$ cat src/rtl/store_commit_unit.sv
// store_commit_unit: round-robin arbiter committing one of two ready store slots to memory, then releasing its tag
module store_commit_unit #(
  parameter int ST1_TAG = 9,
  parameter int ST2_TAG = 10
) (
  input  logic         clk,
  input  logic         rst,
  input  logic [1:0]   st_ready_bus,
  input  logic [127:0] st_addr,
  input  logic [127:0] st_data,
  input  logic         mem_wr_ack,
  output logic         mem_wr_req,
  output logic [63:0]  mem_addr,
  output logic [63:0]  mem_wdata,
  output logic         free_tag_flag,
  output logic [3:0]   free_this_tag,
  output logic         scu_busy,
  output logic [15:0]  stores_done
);
  typedef enum logic [1:0] {IDLE, REQ, FREE, HOLD} state_t;
  state_t      state_q, state_d;
  logic [63:0] addr_q, addr_d, data_q, data_d;
  logic [3:0]  tag_q, tag_d;
  logic [15:0] done_q, done_d;
  logic        last_q, last_d;
  logic        pick1;
  always_comb begin
    pick1   = st_ready_bus[1] && (!st_ready_bus[0] || !last_q);
    state_d = state_q;
    addr_d  = addr_q;
    data_d  = data_q;
    tag_d   = tag_q;
    done_d  = done_q;
    last_d  = last_q;
    case (state_q)
      IDLE: if (|st_ready_bus) begin
        state_d = REQ;
        addr_d  = pick1 ? st_addr[63:0] : st_addr[127:64];
        data_d  = pick1 ? st_data[63:0] : st_data[127:64];
        tag_d   = pick1 ? 4'(ST1_TAG) : 4'(ST2_TAG);
        last_d  = pick1;
      end
      REQ: if (mem_wr_ack) begin
        state_d = FREE;
        done_d  = done_q + 16'd1;
      end
      FREE:    state_d = HOLD;
      default: state_d = IDLE;
    endcase
  end
  always_ff @(posedge clk) begin
    if (rst) begin
      state_q <= IDLE;
      addr_q  <= '0;
      data_q  <= '0;
      tag_q   <= '0;
      done_q  <= '0;
      last_q  <= 1'b0;
    end else begin
      state_q <= state_d;
      addr_q  <= addr_d;
      data_q  <= data_d;
      tag_q   <= tag_d;
      done_q  <= done_d;
      last_q  <= last_d;
    end
  end
  assign mem_wr_req    = state_q == REQ;
  assign mem_addr      = addr_q;
  assign mem_wdata     = data_q;
  assign free_tag_flag = state_q == FREE;
  assign free_this_tag = state_q == FREE ? tag_q : 4'd0;
  assign scu_busy      = state_q != IDLE;
  assign stores_done   = done_q;
endmodule

$ cat config.mk
export PLATFORM = sky130hd
export DESIGN_NAME = store_commit_unit
export DESIGN_NICKNAME = d
export VERILOG_FILES = /design/src/rtl/store_commit_unit.sv
export SDC_FILE = /design/constraint.sdc
export NUM_CORES = 1
export LEC_CHECK = 0
export ABC_AREA = 1
export ABC_CLOCK_PERIOD_IN_PS = 3530
export CAP_MARGIN = 20
export CORE_AREA = 4 4 159 161
export DETAILED_ROUTE_END_ITERATION = 6
export DIE_AREA = 0 0 163 165
export GPL_ROUTABILITY_DRIVEN = 0
export PLACE_DENSITY = 0.64
export SETUP_SLACK_MARGIN = 0.3
export SYNTH_ARGS = -nofsm -noshare
export SYNTH_HDL_FRONTEND = slang
export SYNTH_SLANG_ARGS = --single-unit
$ cat constraint.sdc
create_clock -name clk -period 3.53 [get_ports clk]
set_input_delay 0.353 -clock clk [delete_from_list [all_inputs] [get_ports clk]]
set_output_delay 0.353 -clock clk [all_outputs]
set_load 0.02 [all_outputs]
### M3 wires, run 1

(1.5 px per um)
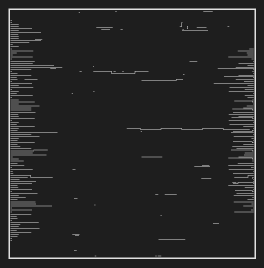
main direction: horizontal
wire length on this layer: 2030 um
longest straight run: 34.3 um
share of all routed wire: 8.1%
nets with wire on the layer: 217

### Gate-type map, run 1

(3 px per um)
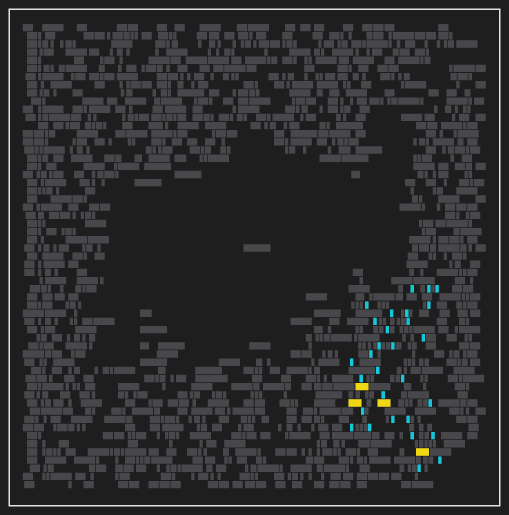
legend:
  yellow:
    family: fa/ha/maj cells
    cells: 4
    where: bottom right
  cyan:
    family: inv cells
    cells: 29

==> flow_metrics.tcl, run 1 <==
# flow metrics
set metrics [dict create \
    power_frac_clock 0.249 \
    fmax_mhz 443.5 \
    numSynthFlops 149 \
    endpoint_kind "output pin" \
    worstMarginPinSlew_ns 0.7355 \
    clk-power_mw 1.82 \
    yosys_warnings 0 \
    synth_seq_share 0.4884 \
    grt_util_met3 0.05840 \
    antenna_cells 0 \
    timing_hold_violations_final 0 \
    met1_usage 0.2022 \
    clockBufferDepth 2 \
    drv_cap 0 \
    setup_ws_ns 1.275 \
    power.group.top "combinational cells" \
    outcome "finished, final reports clean" \
    p_per_area_nw_per_um2 659.9 \
    power_mw 7.295 \
    syn_to_final_growth_pct 81.01 \
    vdd_drop_max_uv 324.6 \
    port_buffers 410 \
    grt_pass1_vias 6901 \
    cts-hold-fix-buffers 0 \
    first_iter_violations 473 \
    synth_cells 857 \
    seq_area_um2 2983 \
    clk_pin_slew_worst_paths_ns 0.07 \
    track_usage 0.1741 \
    setup_viol 0 \
    powerComb_mw 3.13 \
    fp_util 0.2549 \
    place_area_um2 10470 \
    crit_required_ns 3.18 \
    yosys_cells 857 \
    die_y_um 165 \
    rsz0062_at_grt "false" \
]
### Metal 2, run 1

(1.5 px per um) Cells faint in the background.
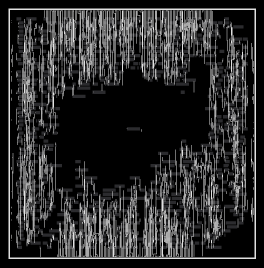
nets with wire on the layer: 1171
share of all routed wire: 50%
main direction: vertical
longest straight run: 60.5 um
wire length on this layer: 12600 um
Post-Route WL: 24.90 mm
DR vias: 7075
GR Util met2: 0.3028

-- run 1: layout by cell type (no fill, tap or decap), types with 2 or more instances in the layout --
cell and count:
clkinvlp_4 3, clkinv_4 4, dfxtp_1 149, buf_4 4, nand2_1 423, a21oi_1 14, nand3_1 9, ha_1 4
buf_12 4, o21ai_0 9, nor2_1 20, a31oi_1 128, inv_1 29, nor3_1 4, clkbuf_16 17, inv_8 3
clkdlybuf4s50_1 409, nand4_1 2, inv_6 2
-- run 1: logic make-up (layout without fill, tap and decap cells) --
logic type / after synthesis / count (layout) / share of synthesized area
flip-flops: 149 / 149 / 0.4884
buffers and inverters: 88 / 478 / 0.06126
adder cells (fa/ha/maj): 4 / 4 / 0.008195
AND-OR/OR-AND: 154 / 154 / 0.1539
AND/OR/NAND/NOR: 461 / 461 / 0.2876
other: 1 / 1 / 0.0006140
-- run 1: registers in the layout (all words and copies together), names as in the netlist --
register,count
mem_addr,64
mem_wdata,64
stores_done,16
tag_q,3
state_q,2
-- run 1: cells in the mapped netlist --
| library cell | count | share of area |
|---|---|---|
| nor2_1 | 21 | 0.013 |
| buf_2 | 29 | 0.024 |
| a21oi_1 | 14 | 0.011 |
| conb_1 | 1 | 0.00061 |
| a31oi_1 | 128 | 0.13 |
| dfxtp_1 | 149 | 0.49 |
| nor3_1 | 4 | 0.0033 |
| and3_1 | 1 | 0.0010 |
| nand2_2 | 1 | 0.0010 |
| clkbuf_1 | 26 | 0.016 |
| o21bai_1 | 1 | 0.0012 |
| buf_1 | 2 | 0.0012 |
| nand4_1 | 2 | 0.0020 |
| a21oi_2 | 1 | 0.0014 |
| o21ai_0 | 9 | 0.0074 |
| o21a_1 | 1 | 0.0012 |
| ha_1 | 4 | 0.0082 |
| buf_4 | 2 | 0.0025 |
| inv_1 | 29 | 0.018 |
| nand3_1 | 9 | 0.0074 |
| nand2_1 | 423 | 0.26 |
-- run 1: area by class of cell --
cell class / instances / area share
repair buffers: 417 / 0.3803
inverters: 29 / 0.009847
well taps: 324 / 0.03667
flip-flops and latches: 149 / 0.2698
clock buffers: 18 / 0.03973
multi-input cells: 620 / 0.2506
clock inverters: 14 / 0.01302
-- run 1: path summary, 6_finish.rpt --
| path | from | end | slack, ns | cells past startpoint |
|---|---|---|---|---|
| setup / recovery | state_q[0]$_SDFFE_PP0P_ | free_this_tag[0] | 1.28 | 5 |
| hold / removal | rst | tag_q[0]$_SDFFE_PP0P_ | 0.42 | 2 |
| hold reg to reg | tag_q[3]$_SDFFE_PP0P_ | tag_q[3]$_SDFFE_PP0P_ | 0.45 | 2 |
| setup reg to reg | state_q[0]$_SDFFE_PP0P_ | mem_wdata[35]$_SDFFE_PP0P_ | 1.51 | 7 |
-- run 1: worst max-delay path: stages, from the launching register on --
cell	delay [ns]
dfxtp_1	0.32
inv_1	0.09
ha_1	0.31
nand2_1	0.10
inv_1	0.06
clkdlybuf4s50_1	0.60
-- run 1: layer usage --
layer  part of all wire  wire length [um]
met1               0.40              9855
met3              0.081              2025
met4              0.019               468
met2               0.50             12550
met5                  0                 0
## Run 2: what changed since run 1
- ABC_CLOCK_PERIOD_IN_PS: 3530 -> 2000
- CORE_AREA: 4 4 159 161 -> 4 4 156 158
- DIE_AREA: 0 0 163 165 -> 0 0 160 162
- PLACE_DENSITY: 0.64 -> 0.68
- clock period: 3.53 -> 2 ns (I/O delays scaled with it)
### Congestion heat map, run 2

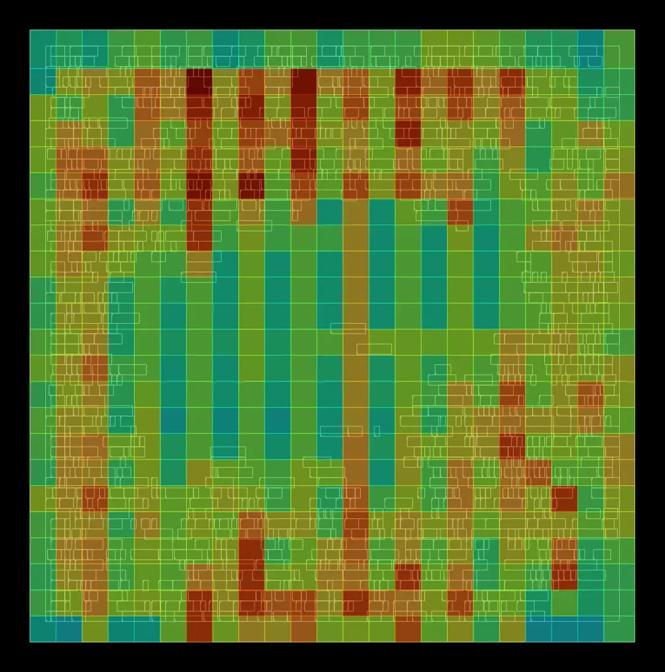
GRT busiest layer: met2
met3 Resource Use GR: 0.05329
final core utilization: 0.4873

### Gate-type map, run 2

(3 px per um)
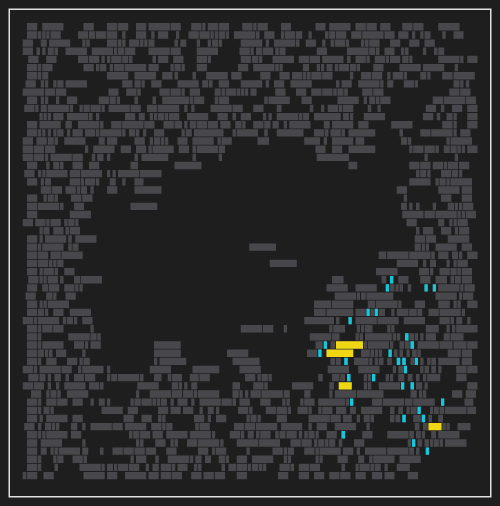
legend:
  yellow:
    family: fa/ha/maj cells
    cells: 4
  cyan:
    family: inv cells
    cells: 29

==> run 2 against run 1 <==
Against the previous run: via count increased by 2.1%; flip-flop count unchanged; sequential share of layout area decreased by 0.51 points; final cell count decreased by 1.4%; highest routed layer unchanged; final area increased by 1.9%; global-route usage increased by 0.66 points; utilization increased by 2.6 points; clock power increased by 74%; sequential power increased by 76%; critical endpoint is now mem_wdata[54]; clock skew about the same; register-to-register slack got worse by 1.1 ns.
==> flow_metrics.tcl, run 2 <==
# flow metrics
set metrics [dict create \
    yosysTopAreaCell "dfxtp_1" \
    cts_made_buffers 17 \
    dp.cells 1508 \
    clk_pin_slew_worst_paths_ns 0.07 \
    track_usage 0.1806 \
    top_cells_by_area "dfxtp_1 (49%), nand2_1 (26%), a31oi_1 (13%)" \
    cts_tree "done" \
    fp.dieW_um 160 \
    die_y_um 162 \
    vdd_drop_max_uv 468.6 \
    cts-hold-fix-buffers 0 \
    whs_ns 0.1968 \
    tool_warnings 31 \
    mostFrequentLayoutCell "nand2_1" \
    fin_crit_ns 1.638 \
    path_buffers 1 \
    path_class "register to output pin" \
    power_mw 13.37 \
    edf_count 0 \
    p_per_area_nw_per_um2 1187 \
    top_cells_by_count "nand2_1 (423), dfxtp_1 (149), a31oi_1 (128), buf_2 (29), inv_1 (29)" \
    via_count 7223 \
    rsz0062_at_grt "true" \
    wl_per_cell_um 17.32 \
    clockBufferDepth 2 \
    core_area_um2 23120 \
    grt_pass1_vias 6790 \
    path_delay_family "buffers and inverters" \
    most_common_cell "nand2_1" \
    outcome "finished, final reports clean" \
    synth_seq_share 0.4884 \
    worstRegToRegCells 8 \
    syn_to_final_growth_pct 84.51 \
    path_depth 1 \
    first_iter_violations 468 \
    drv_cap 0 \
    fp_util 0.2641 \
    antenna_found_initial 0 \
    crit_required_ns 1.80 \
    synth_cells 857 \
    nNetsFinal 1511 \
    antenna_cells 0 \
    critPathSlowestCell "clkdlybuf4s50_1" \
    yosys_cells 857 \
    ys.flop_type "dfxtp_1" \
    routed_wirelength_mm 26.82 \
    lay_top_cells "nand2_1 (422), clkdlybuf4s50_1 (394), dfxtp_1 (149)" \
    yosys_area_um2 6107 \
    timing_hold_violations_final 0 \
    port_buffers 410 \
    whs_path_depth 2 \
    top_area_frac 0.4884 \
    power_frac_clock 0.237 \
    fin_worst_skew_ns 0.01761 \
    numSynthFlops 149 \
    leakagePower_nw 4.281 \
    synthArstFlopShare 0 \
    slowest_delay_ns 0.63 \
    grt-ovfl-total 0 \
    worstMarginPinSlew_ns 0.5015 \
    setup_viol 0 \
    fmax_mhz 610.5 \
    crit_chain "clkdlybuf4s50_1" \
    endpoint_kind "output pin" \
    yosys_warnings 0 \
]
==> run 2: cell counts after synthesis <==
No cell type changed its count.
==> run 2: layer usage <==
layer	global-route usage	vias up	part of all wire
li1	-	3592	-
met1	0.2165	3298	0.42
met2	0.3160	311	0.50
met3	0.05329	22	0.072
met4	0.05045	0	0.014
met5	0	-	0
==> run 2: kinds of logic after synthesis <==
kind of cell	count (synthesis)	share of synthesized area
AND/OR/NAND/NOR	461	0.2876
AND-OR/OR-AND	154	0.1539
flip-flops	149	0.4884
buffers and inverters	88	0.06126
adder cells (fa/ha/maj)	4	0.008195
other	1	0.0006140
==> run 2: power by group through the flow <==
stage,Combinational [mW],Clock [mW],Sequential [mW]
final,6.06,3.17,4.14
after global routing,6.48,3.36,4.23
after CTS,5.73,3.24,4.13
after detailed placement,5.62,0,4.17
after global placement,5.59,0,4.17
after floorplan,2.02,0,5.01
==> run 2: final timing paths <==
path	start	end	slack, ns
setup / recovery	mem_wdata[54]$_SDFFE_PP0P_	mem_wdata[54]	0.36
hold / removal	rst	tag_q[0]$_SDFFE_PP0P_	0.20
setup reg to reg	state_q[0]$_SDFFE_PP0P_	mem_addr[34]$_SDFFE_PP0P_	0.43
hold reg to reg	tag_q[3]$_SDFFE_PP0P_	tag_q[3]$_SDFFE_PP0P_	0.45
==> run 2: per-stage QoR <==
| stage | cell area, um2 | worst slack, ns |
|---|---|---|
| 3_5_place_dp | 10480 | 0.1538 |
| 3_3_place_gp | 10480 | 0.2066 |
| 4_1_cts | 11080 | 0.1372 |
| 5_1_grt | 11270 | 0.2954 |
| 6_report | 11270 | 0.3621 |
| 2_1_floorplan | 6107 | 0.3009 |
==> run 2: layout make-up <==
cell class | instances | area [um2]
Sequential cell | 149 | 2983
Fill cell | 2226 | 11850
Clock buffer | 19 | 442.9
Multi-Input combinational cell | 620 | 2800
Timing Repair Buffer | 429 | 4447
Tap cell | 290 | 362.8
Inverter | 29 | 108.9
Clock inverter | 13 | 123.9
==> run 2: repair_timing <==
action	4_1_cts	5_1_grt
cloned	1	5
setup endpoints to repair	8	147
gates resized	15	23
buffers inserted	0	3
pin swaps	0	1
## Run 3: what changed since run 2
- ABC_CLOCK_PERIOD_IN_PS: 2000 -> 1600
- PLACE_DENSITY: 0.68 -> 0.66
- clock period: 2 -> 1.6 ns (I/O delays scaled with it)
### M3 wires, run 3

(1.5 px per um)
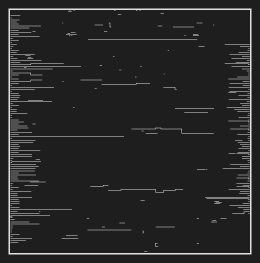
wire length on this layer: 2190 um
nets with wire on the layer: 248
longest straight run: 75.4 um
main direction: horizontal
share of all routed wire: 7.9%
DR vias: 7446
met3 Resource Use GR: 0.05760
Post-Route WL: 27.63 mm

### Gate-type map, run 3

(3 px per um)
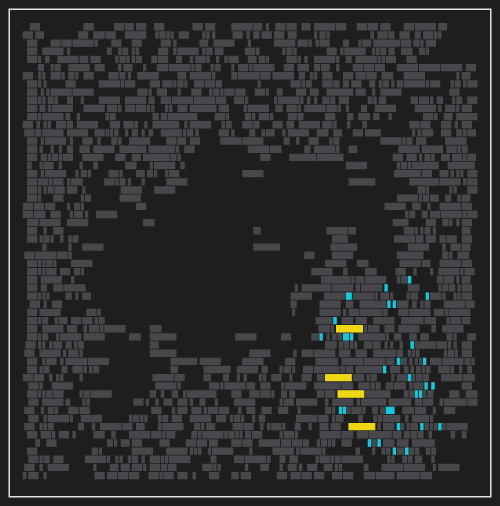
legend:
  cyan:
    family: inv cells
    cells: 29
    where: bottom right
  yellow:
    family: fa/ha/maj cells
    cells: 4
final non-filler cell total: 1597
most frequent logic cell in the layout: nand2_1
Comb area share: 0.2526

==> run 3 against run 2 <==
Against the previous run: the flow now finishes with violations (setup timing); non-clock buffer count rose by 47; first-iteration DRC count fell by 21%; clock skew fell by 0.0060 ns; clock power rose by about 20%.
==> flow_metrics.tcl, run 3 <==
# flow metrics
set metrics [dict create \
    yosysTopAreaCell "dfxtp_1" \
    yosys_cells 857 \
    r2r_start "state_q[0]$_SDFFE_PP0P_" \
    fin_worst_skew_ns 0.01165 \
    setup_ws_ns -0.003316 \
    ant_nets 0 \
    yosys_warnings 0 \
    nFillCells 2188 \
    worstPathArrival_ns 1.96 \
    critPathSlowestCell "dfxtp_2" \
    syn_avg_cell_area_um2 7.126 \
    fp_util 0.2641 \
    first_iter_violations 372 \
    grt-ovfl-total 0 \
    fp.dieW_um 160 \
    reg2reg_slack_ns -0.003 \
    endpoint_kind "register" \
    numSynthFlops 149 \
    rsz0062_at_grt "true" \
    crit_required_ns 1.95 \
    drtPass1Iterations 4 \
    finalSetupTns_ns -0.003316 \
    dp.cells 1531 \
    nNetsFinal 1558 \
    top_cells_by_area "dfxtp_1 (49%), nand2_1 (26%), a31oi_1 (13%)" \
    p_per_area_nw_per_um2 1486 \
    worstRegToRegCells 9 \
    hp-start "rst" \
    antenna_found_initial 2 \
    viasPerCell 4.662 \
    clk_pin_slew_worst_paths_ns 0.07 \
    synth_seq_share 0.4884 \
    wl_per_cell_um 17.30 \
    hold_path_class "input pin to register" \
    num_io_pins 412 \
    port_buffers 410 \
    grt_pass1_vias 7112 \
    fmax_mhz 623.7 \
    clockBufferDepth 2 \
    yosys_area_um2 6107 \
    reg2reg_to "stores_done[12]$_SDFFE_PP0P_" \
    synth_cells 857 \
    core_area_um2 23120 \
    hold_end "mem_addr[50]$_SDFFE_PP0P_" \
    cts_made_buffers 17 \
    period_used_share 1.002 \
    edf_count 0 \
    violations "setup timing" \
    timing_hold_violations_final 0 \
    outcome "finished, violations left" \
    path_delay_family "simple AND/OR/NAND/NOR gates" \
    die_y_um 162 \
    most_common_cell "nand2_1" \
    syn_to_final_growth_pct 97.34 \
    top_area_frac 0.4884 \
    drv_cap 0 \
    leakagePower_nw 4.875 \
    crit_chain "buf_4 -> buf_6 -> ha_4 -> nand2_8 -> nor3_4 -> nand3_2 -> nand2_2 -> nand2_1 -> nor2_1" \
    cts_tree "done" \
    slowest_delay_ns 0.34 \
    whs_path_depth 2 \
    vdd_drop_max_uv 658.8 \
    lay_top_cells "nand2_1 (394), clkdlybuf4s50_1 (259), dfxtp_1 (138)" \
    power_mw 17.91 \
    path_buffers 2 \
    track_usage 0.1921 \
    insertion_delay_ns 0.42 \
    top_cells_by_count "nand2_1 (423), dfxtp_1 (149), a31oi_1 (128), buf_2 (29), inv_1 (29)" \
    ys.flop_type "dfxtp_1" \
    path_class "register to register" \
    dpl_worst_slack_ns -0.1373 \
    setup_viol 1 \
    synthArstFlopShare 0 \
    crit_fanout 5 \
    tool_warnings 31 \
    clock_sinks 149 \
    synth_area_um2 6107 \
    fin_crit_ns 1.603 \
]
==> run 3: worst max path at each step <==
stage / start / to / depth (start not counted)
after floorplan: stores_done[2]$_SDFFE_PP0P_ / stores_done[12]$_SDFFE_PP0P_ / 5
after global placement: st_ready_bus[1] / mem_wdata[46]$_SDFFE_PP0P_ / 9
after detailed placement: st_ready_bus[1] / mem_wdata[37]$_SDFFE_PP0P_ / 9
after CTS: state_q[0]$_SDFFE_PP0P_ / free_this_tag[0] / 5
after global routing: state_q[0]$_SDFFE_PP0P_ / stores_done[12]$_SDFFE_PP0P_ / 9
final: state_q[0]$_SDFFE_PP0P_ / stores_done[12]$_SDFFE_PP0P_ / 9
==> run 3: kinds of logic after synthesis <==
| kind of cell | synth area share |
|---|---|
| simple gates | 0.2876 |
| flops | 0.4884 |
| buf+inv | 0.06126 |
| compound gates | 0.1539 |
| other cells | 0.0006140 |
| fa+ha+maj | 0.008195 |
==> run 3: per-stage QoR <==
stage / hold WS (ns) / cell area, um2 / utilization
2_1_floorplan: 0.3172 / 6330 / -
3_3_place_gp: 0.4367 / 10820 / 0.4678
3_5_place_dp: 0.4446 / 10820 / 0.4678
4_1_cts: 0.06861 / 11470 / 0.4961
5_1_grt: 0.08786 / 12050 / 0.5212
6_report: 0.07618 / 12050 / 0.5212
==> run 3: area by class of cell <==
cell class,instances,area [um2],share of cell area
diodes,1,2.502,0.0002076
clock buffers,18,429.2,0.03561
clock inverters,14,120.1,0.009967
inverters,29,118.9,0.009863
multi-input cells,620,3044,0.2526
flip-flops and latches,149,3004,0.2493
well taps,290,362.8,0.03011
repair buffers,476,4970,0.4124
==> run 3: where the power goes <==
group,total (mW),internal [mW],leakage (nW),switching [mW]
clock,3.79,2.03,0.262,1.76
combinational,8.92,4.23,3.38,4.69
sequential,5.20,4.67,1.23,0.531
total,17.9,10.9,4.88,6.98
==> run 3: per-layer routing <==
metal | track usage | wire (um) | vias up
met4 | 0.07039 | 794 | 2
met2 | 0.3291 | 13570 | 319
li1 | - | - | 3696
met1 | 0.2287 | 11060 | 3381
met5 | 0 | 14 | -
met3 | 0.05760 | 2185 | 48
==> run 3: what timing repair did <==
action,CTS,global route
pin swaps,1,23
cloned,3,8
resized,271,143
buffers inserted,3,19
hold buffers,0,0
setup endpoints to repair,290,208
Power is estimated from default activity; no workload was simulated.
